`src/rtl/mem_dump_unit_pkg.sv`:
```
// mem_dump_unit_pkg: state encoding and default parameters shared by the dump unit and its users
package mem_dump_unit_pkg;
  typedef enum logic [2:0] {
    S_IDLE,
    S_DRAIN,
    S_READ,
    S_WAIT,
    S_PRESENT,
    S_DONE
  } state_t;
  localparam logic [31:0] TRAP_WORD_DEF  = 32'h44000300;
  localparam logic [31:0] BASE_ADDR_DEF  = 32'h2000;
  localparam logic [31:0] LIMIT_ADDR_DEF = 32'h2100;
  localparam int          DRAIN_CYCLES_DEF = 4;
  localparam int          DRAIN_CNT_W = 16;
endpackage

```
`src/rtl/mem_dump_unit.sv`:
```
// mem_dump_unit: on the trap instruction, halts the core, drains stores, then streams a data-memory window out word by word
module mem_dump_unit
  import mem_dump_unit_pkg::*;
#(
  parameter logic [31:0] TRAP_WORD    = TRAP_WORD_DEF,
  parameter logic [31:0] BASE_ADDR    = BASE_ADDR_DEF,
  parameter logic [31:0] LIMIT_ADDR   = LIMIT_ADDR_DEF,
  parameter int          DRAIN_CYCLES = DRAIN_CYCLES_DEF
) (
  input  logic        clk,
  input  logic        reset,
  input  logic [31:0] instruction,
  input  logic        instr_valid,
  output logic        halt,
  output logic [31:0] rd_addr,
  output logic        rd_en,
  input  logic [31:0] rd_data,
  output logic        dump_valid,
  input  logic        dump_ready,
  output logic [31:0] dump_addr,
  output logic [31:0] dump_data,
  output logic        done
);
  state_t state;
  logic [DRAIN_CNT_W-1:0] cnt;
  logic [31:0] addr;
  logic [32:0] next_addr;
  // one extra bit so a window ending near 2^32 still terminates instead of wrapping
  assign next_addr = {1'b0, addr} + 33'd4;
  always_ff @(posedge clk or posedge reset) begin
    if (reset) begin
      state      <= S_IDLE;
      cnt        <= '0;
      addr       <= '0;
      halt       <= 1'b0;
      rd_addr    <= '0;
      rd_en      <= 1'b0;
      dump_valid <= 1'b0;
      dump_addr  <= '0;
      dump_data  <= '0;
      done       <= 1'b0;
    end else begin
      case (state)
        S_IDLE: if (instr_valid && instruction == TRAP_WORD) begin
          state <= S_DRAIN;
          halt  <= 1'b1;
          cnt   <= DRAIN_CNT_W'(DRAIN_CYCLES - 1);
        end
        S_DRAIN: if (cnt == '0) begin
          if (BASE_ADDR >= LIMIT_ADDR) begin
            state <= S_DONE;
            done  <= 1'b1;
          end else begin
            state   <= S_READ;
            addr    <= BASE_ADDR;
            rd_addr <= BASE_ADDR;
            rd_en   <= 1'b1;
          end
        end else cnt <= cnt - 1'b1;
        S_READ: begin
          rd_en <= 1'b0;
          state <= S_WAIT;
        end
        S_WAIT: begin
          dump_data  <= rd_data;
          dump_addr  <= addr;
          dump_valid <= 1'b1;
          state      <= S_PRESENT;
        end
        S_PRESENT: if (dump_ready) begin
          dump_valid <= 1'b0;
          addr       <= next_addr[31:0];
          if (next_addr >= {1'b0, LIMIT_ADDR}) begin
            state <= S_DONE;
            done  <= 1'b1;
          end else begin
            state   <= S_READ;
            rd_en   <= 1'b1;
            rd_addr <= next_addr[31:0];
          end
        end
        S_DONE: ;
        default: state <= S_IDLE;
      endcase
    end
  end
endmodule

```
`config.mk`:
```
export PLATFORM = sky130hd
export DESIGN_NAME = mem_dump_unit
export DESIGN_NICKNAME = d
export VERILOG_FILES = /design/src/rtl/mem_dump_unit_pkg.sv /design/src/rtl/mem_dump_unit.sv
export SDC_FILE = /design/constraint.sdc
export NUM_CORES = 1
export LEC_CHECK = 0
export ABC_AREA = 1
export CAP_MARGIN = 15
export CORE_ASPECT_RATIO = 0.9
export CORE_UTILIZATION = 45
export DETAILED_ROUTE_END_ITERATION = 16
export GPL_ROUTABILITY_DRIVEN = 1
export PLACE_DENSITY_LB_ADDON = 0.05
export SYNTH_ARGS = -nofsm -noshare
export SYNTH_HDL_FRONTEND = slang
export SYNTH_SLANG_ARGS = --single-unit
```
`constraint.sdc`:
```
create_clock -name clk -period 5.9 [get_ports clk]
set_clock_uncertainty 0.05 [all_clocks]
set_input_delay 1.77 -clock clk [delete_from_list [all_inputs] [get_ports clk]]
set_output_delay 1.77 -clock clk [all_outputs]
set_load 0.1 [all_outputs]
```
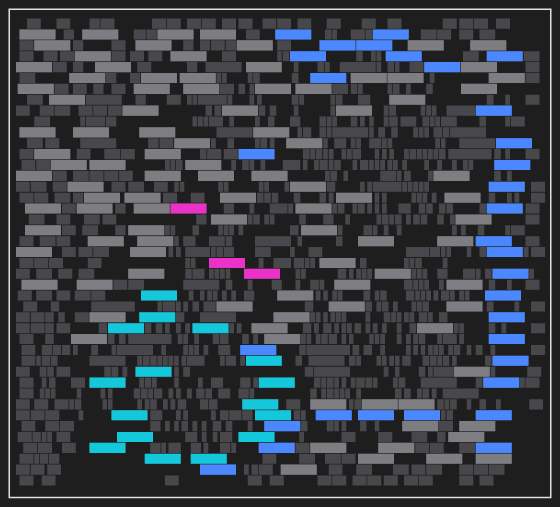
*Sequential cells grouped by signal name, run 1*
Other sequential cells in the stronger gray, the rest of the logic in the fainter gray.
Key: state = magenta [flops 3]; cnt = cyan [flops 16]; dump_addr = blue [flops 32]
final core occ: 62.5%
Seq. pwr: 1.42 mW
Reg area: 3780 um2
sequential share of cell area: 39.0%

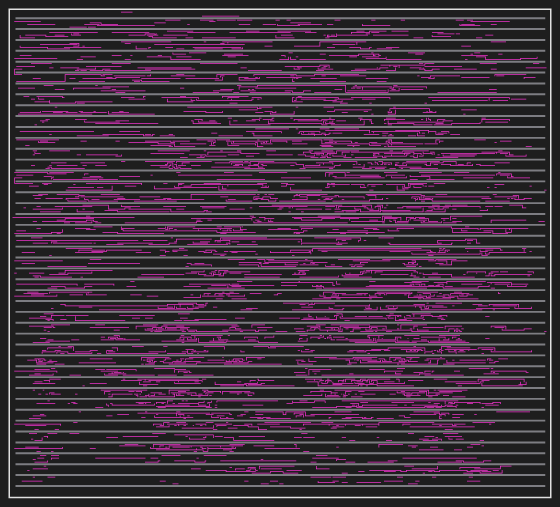
*The metal 1 layer, run 1*
Supply wires on this layer in gray.
941 nets have wire on it. The layer carries 8390 um of wire. The wires run mostly horizontal. The layer holds 46% of the routed length.
Routed WL: 18300 um
Vias: 6096
M1 GR Usage: 31.7%

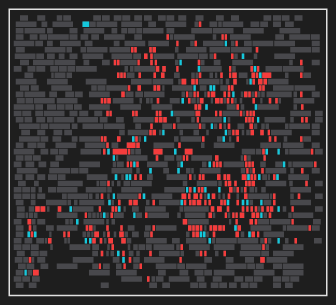
*Gate-type map, run 1*
Key: inverters = cyan [cells 74]; NAND gates = red [cells 301]
most instantiated logic cell after routing: nand2_1
logic share of the area: 31.1%
non-filler instance count after layout: 1203

==> impl_metrics.tcl, run 1 <==
# metrics dict for downstream scripts
set metrics [dict create \
    top_cells_by_count "nand2_1, dfrtp_1, nor2_1" \
    grt_max_degree 104 \
    drt_iter0_markers 348 \
    num_tap_cells 202 \
    die_width_um 135 \
    grt_pass1_wl_um 30400 \
    synthSimpleGateAreaFrac_pct 25.3 \
    grtUsageMet2_pct 37.1 \
    cts_buffer_depth 2 \
    crit_path_cell_trace "clkdlybuf4s50_1 -> inv_1 -> nor2_1 -> inv_1 -> nand2_1 -> buf_4 -> o21ai_0" \
    cp_num_buf_inv 4 \
    crit_cells 7 \
    hpwl_um 12700 \
    overflow 0 \
    power.internal_mw 2.56 \
    critPathLaunch "dump_ready" \
    ys_sh_adder_pct 0.524 \
    postCtsSetupBuffers 0 \
    floorplan.core_util_pct 46.3 \
    path_clk_slew_ps 60 \
    area_delta_synth_final_pct 35.1 \
    totalNegativeSetupSlack_ps 0 \
    hold_depth 2 \
    grt_busiest_layer "met2" \
    p_comb_mw 2.35 \
    comb.multi_input.count 571 \
    slew_headroom_pct 27.6 \
    detailed_place.area_um2 9060 \
    edf_count 0 \
    clock_latency_ps 420 \
    static-leakage-power_nw 4.33 \
    ys_area_um2 7170 \
    antenna_cells 0 \
    max_stage_delay_ps 870 \
    status "finished, final reports clean" \
    min_from "addr[1]$_DFFE_PP0P_" \
    rows 43 \
    clock_area_share_pct 6.49 \
    top_cell "nand2_1" \
    end_kind "register" \
    grt_pass1_vias 5954 \
    dp_cells 1171 \
    warning_count 30 \
    nFillCells 1349 \
    antenna_found_initial 0 \
    mux_area_share_pct 5.03 \
    clock_net_power_mw 1.16 \
    cts_resized 0 \
    ff_count 151 \
    finalClockPeriodUsage_pct 67.4 \
    drv_cap 0 \
    use_met3_pct 7.87 \
    yosysWarnings 0 \
    switching_share_pct 48.2 \
    holdWs_ps 421 \
    syn_inst 822 \
    met1_length_um 8390 \
    wl_met3_um 1300 \
    clkPwrFrac_pct 23.5 \
    drive_above_1_share_pct 9.39 \
    ant_nets 0 \
    nonClockInverterCount 74 \
    rsz0062_at_grt "false" \
    port_buffers 167 \
    seqPwrFrac_pct 28.8 \
    crit_type "in -> reg" \
    aoi_share_pct 9.10 \
    min_to "addr[1]$_DFFE_PP0P_" \
    highest_layer "met4" \
    reg2regPathDepth 16 \
    synth_seq_share_pct 52.7 \
    power_leader "combinational cells" \
    layout_top_cells "nand2_1, clkdlybuf4s50_1, dfrtp_1, nor2_1, inv_1" \
    yosys-top-cells-area "dfrtp_1, nand2_1, mux2_2, o21ai_0, nor2_1" \
    cts_tree "built" \
    cts_inserted_buffers 17 \
    r2r-end "rd_addr[5]$_DFFE_PP0P_" \
    wl_met2_um 8370 \
    remaining_drc_errors 0 \
    postCtsHoldBufs 0 \
]
### Clock routing, run 1

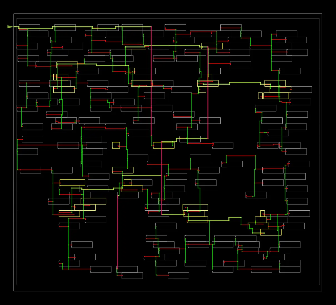

==> run 1 -> run 2 <==
CORE_UTILIZATION = 50   (was 45)
clock period = 3.7 ns   (was 5.9 ns; I/O delays follow)
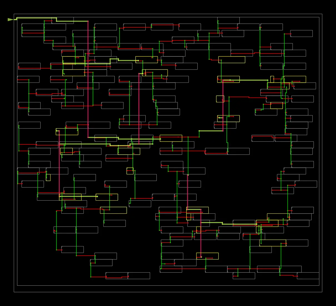
*Clock routing, run 2*
clk latency late pin: 420 ps
clock sinks: 151
clkbuf count: 21

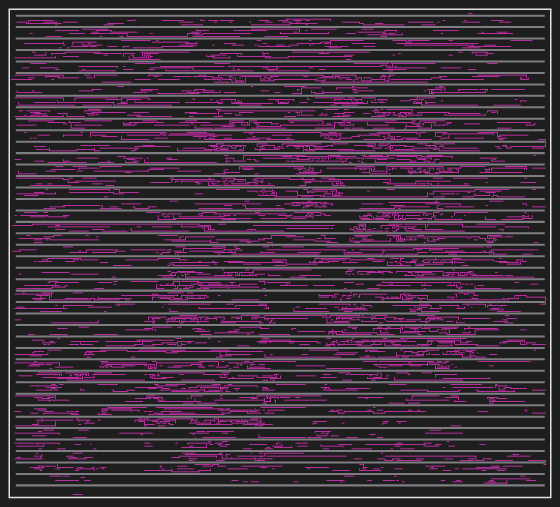
*The metal 1 layer, run 2*
Supply wires on this layer in gray.
956 nets have wire on it. The layer carries 7990 um of wire.

==> run 2 against run 1 <==
Clock power grew 49%. Highest routed layer unchanged. Combinational power grew 57%. Wire length shrank 5.0%. Worst hold slack gained 4.3 ps. Non-clock buffer count grew 6.
==> impl_metrics.tcl, run 2 <==
# metrics dict for downstream scripts
set metrics [dict create \
    status "finished, final reports clean" \
    top_cells_by_count "nand2_1, dfrtp_1, nor2_1" \
    via_count 6077 \
    warning_count 28 \
    hold_depth 2 \
    holdWs_ps 425 \
    drv_cap 0 \
    ff_count 151 \
    end_kind "register" \
    wl_met2_um 8120 \
    yosysWarnings 0 \
    crit_type "reg -> reg" \
    top_cell "nand2_1" \
    nFillCells 1150 \
    slew_headroom_pct 53.4 \
    finalNonFillerCells 1198 \
    p_seq_mw 2.29 \
    use_met3_pct 7.89 \
    aoi_share_pct 9.10 \
    power_leader "combinational cells" \
    edf_count 0 \
    detailed_place.area_um2 8880 \
    postCtsSetupBuffers 0 \
    clock_area_share_pct 6.20 \
    max_stage_delay_ps 500 \
    static-leakage-power_nw 4.50 \
    min_from "rd_addr[6]$_DFFE_PP0P_" \
    grtUsageMet2_pct 40.6 \
    dp_cells 1168 \
    highest_layer "met4" \
    synthSimpleGateAreaFrac_pct 25.3 \
    finalClockPeriodUsage_pct 79.6 \
    path_clk_slew_ps 60 \
    seq_area_um2 3780 \
    antenna_cells 0 \
    yosys-top-cells-area "dfrtp_1, nand2_1, mux2_2, o21ai_0, nor2_1" \
    layout_top_cells "nand2_1, dfrtp_1, buf_4, nor2_1, inv_1" \
]
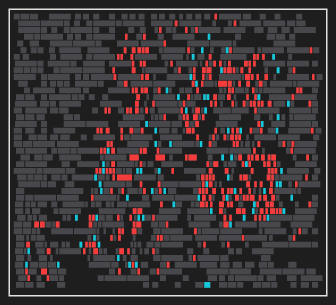
*Gate-type map, run 2*
Key: inverters = cyan [cells 74]; NAND gates = red [cells 301]

### Sequential cells grouped by signal name, run 2

Other sequential cells in the stronger gray, the rest of the logic in the fainter gray.
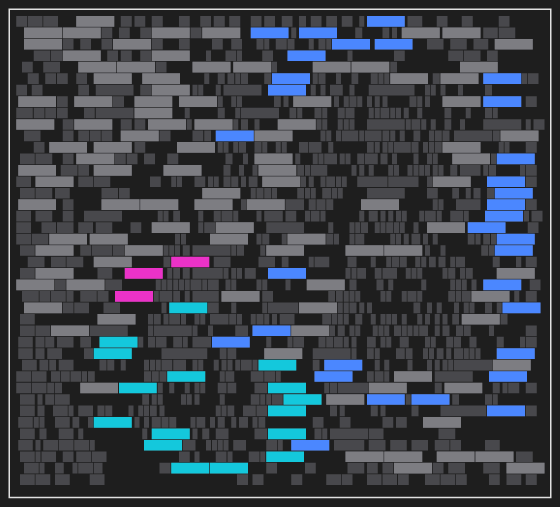

==> run 2 -> run 3 <==
CORE_UTILIZATION = 45   (was 50)
clock period = 2.7 ns   (was 3.7 ns; I/O delays follow)
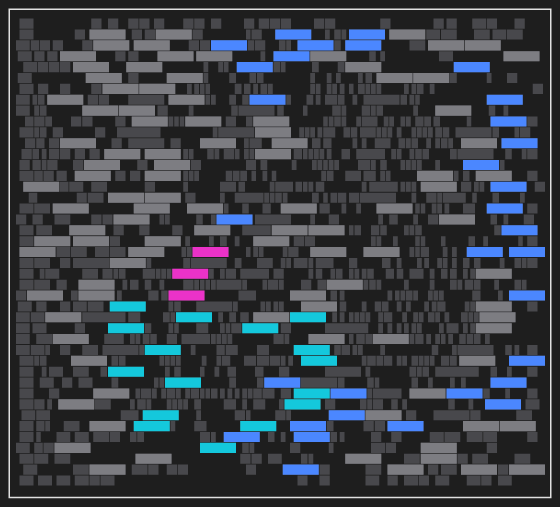
*Sequential cells grouped by signal name, run 3*
Other sequential cells in the stronger gray, the rest of the logic in the fainter gray.
final core occ: 62.5%
Seq. pwr: 3.12 mW
sequential share of cell area: 39.0%

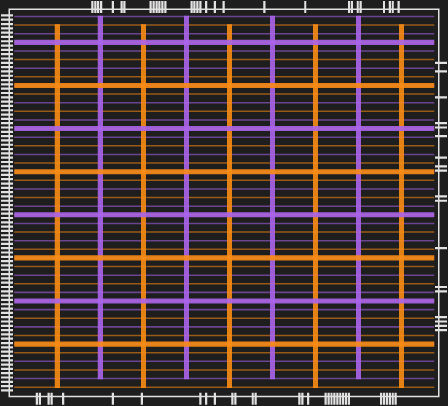
*Supply network, run 3*
Pins as bars on the die edge.
Key: VDD = purple; VSS = orange
44 met1 rails follow the rows. 8 straps on met5. The core has 43 rows. 9 straps on met4.
DIE HEIGHT: 122 um
Die Width: 135 um

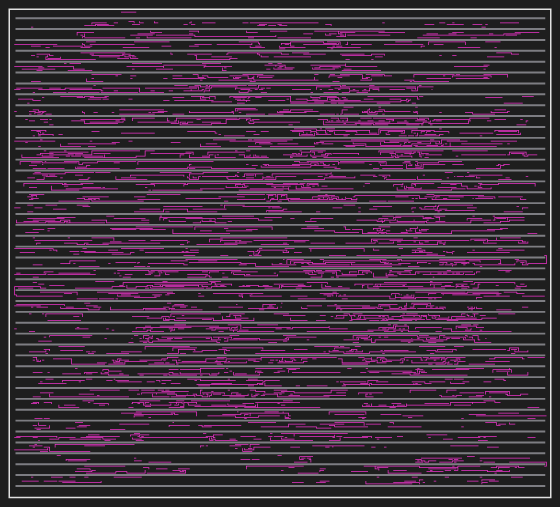
*The metal 1 layer, run 3*
Supply wires on this layer in gray.
The longest straight run is 22.5 um. The layer carries 8430 um of wire.
M1 GR Usage: 32.8%
Routed WL: 18200 um
Vias: 6195

==> run 3 against run 2 <==
Largest cell class unchanged. Combinational power grew 42%. First-iteration DRC count shrank 11%. Utilization shrank 5.1 points. Sequential cell count is the same.
==> impl_metrics.tcl, run 3 <==
# metrics dict for downstream scripts
set metrics [dict create \
    edf_count 0 \
    crit_type "reg -> reg" \
    area_delta_synth_final_pct 35.0 \
    path_clk_slew_ps 60 \
    ys_area_um2 7170 \
    power.internal_mw 5.61 \
    postCtsSetupBuffers 0 \
    finalNonFillerCells 1227 \
    layout_top_cells "nand2_1, dfrtp_1, buf_4, nor2_1, inv_1" \
    cp_num_buf_inv 1 \
    nFillCells 1352 \
    grtUsageMet2_pct 36.9 \
    overflow 0 \
    cts_tree "built" \
    syn_inst 822 \
    grt_busiest_layer "met2" \
    synth_seq_share_pct 52.7 \
    reg2regPathDepth 15 \
    static-leakage-power_nw 4.60 \
    min_to "addr[0]$_DFFE_PP0P_" \
    cts_buffer_depth 2 \
    top_cell "nand2_1" \
    critPathLaunch "addr[3]$_DFFE_PP0P_" \
    postCtsHoldBufs 0 \
    top_cells_by_count "nand2_1, dfrtp_1, nor2_1" \
    grt_max_degree 90 \
    r2r-end "rd_addr[7]$_DFFE_PP0P_" \
    antenna_found_initial 0 \
    synthSimpleGateAreaFrac_pct 25.3 \
    remaining_drc_errors 0 \
    warning_count 29 \
    totalNegativeSetupSlack_ps 0 \
    nonClockInverterCount 74 \
    status "finished, final reports clean" \
    seq_area_um2 3780 \
    p_comb_mw 5.23 \
    ant_nets 0 \
    switching_share_pct 48.5 \
    clkPwrFrac_pct 23.5 \
    num_tap_cells 202 \
    antenna_cells 0 \
    highest_layer "met4" \
    drive_above_1_share_pct 21.6 \
    cts_resized 0 \
    drt_iter0_markers 334 \
    wl_met2_um 8190 \
    ys_sh_adder_pct 0.524 \
    detailed_place.area_um2 9030 \
    hold_depth 2 \
]
Power figures rest on the tool's default switching activity, not on a simulated workload.
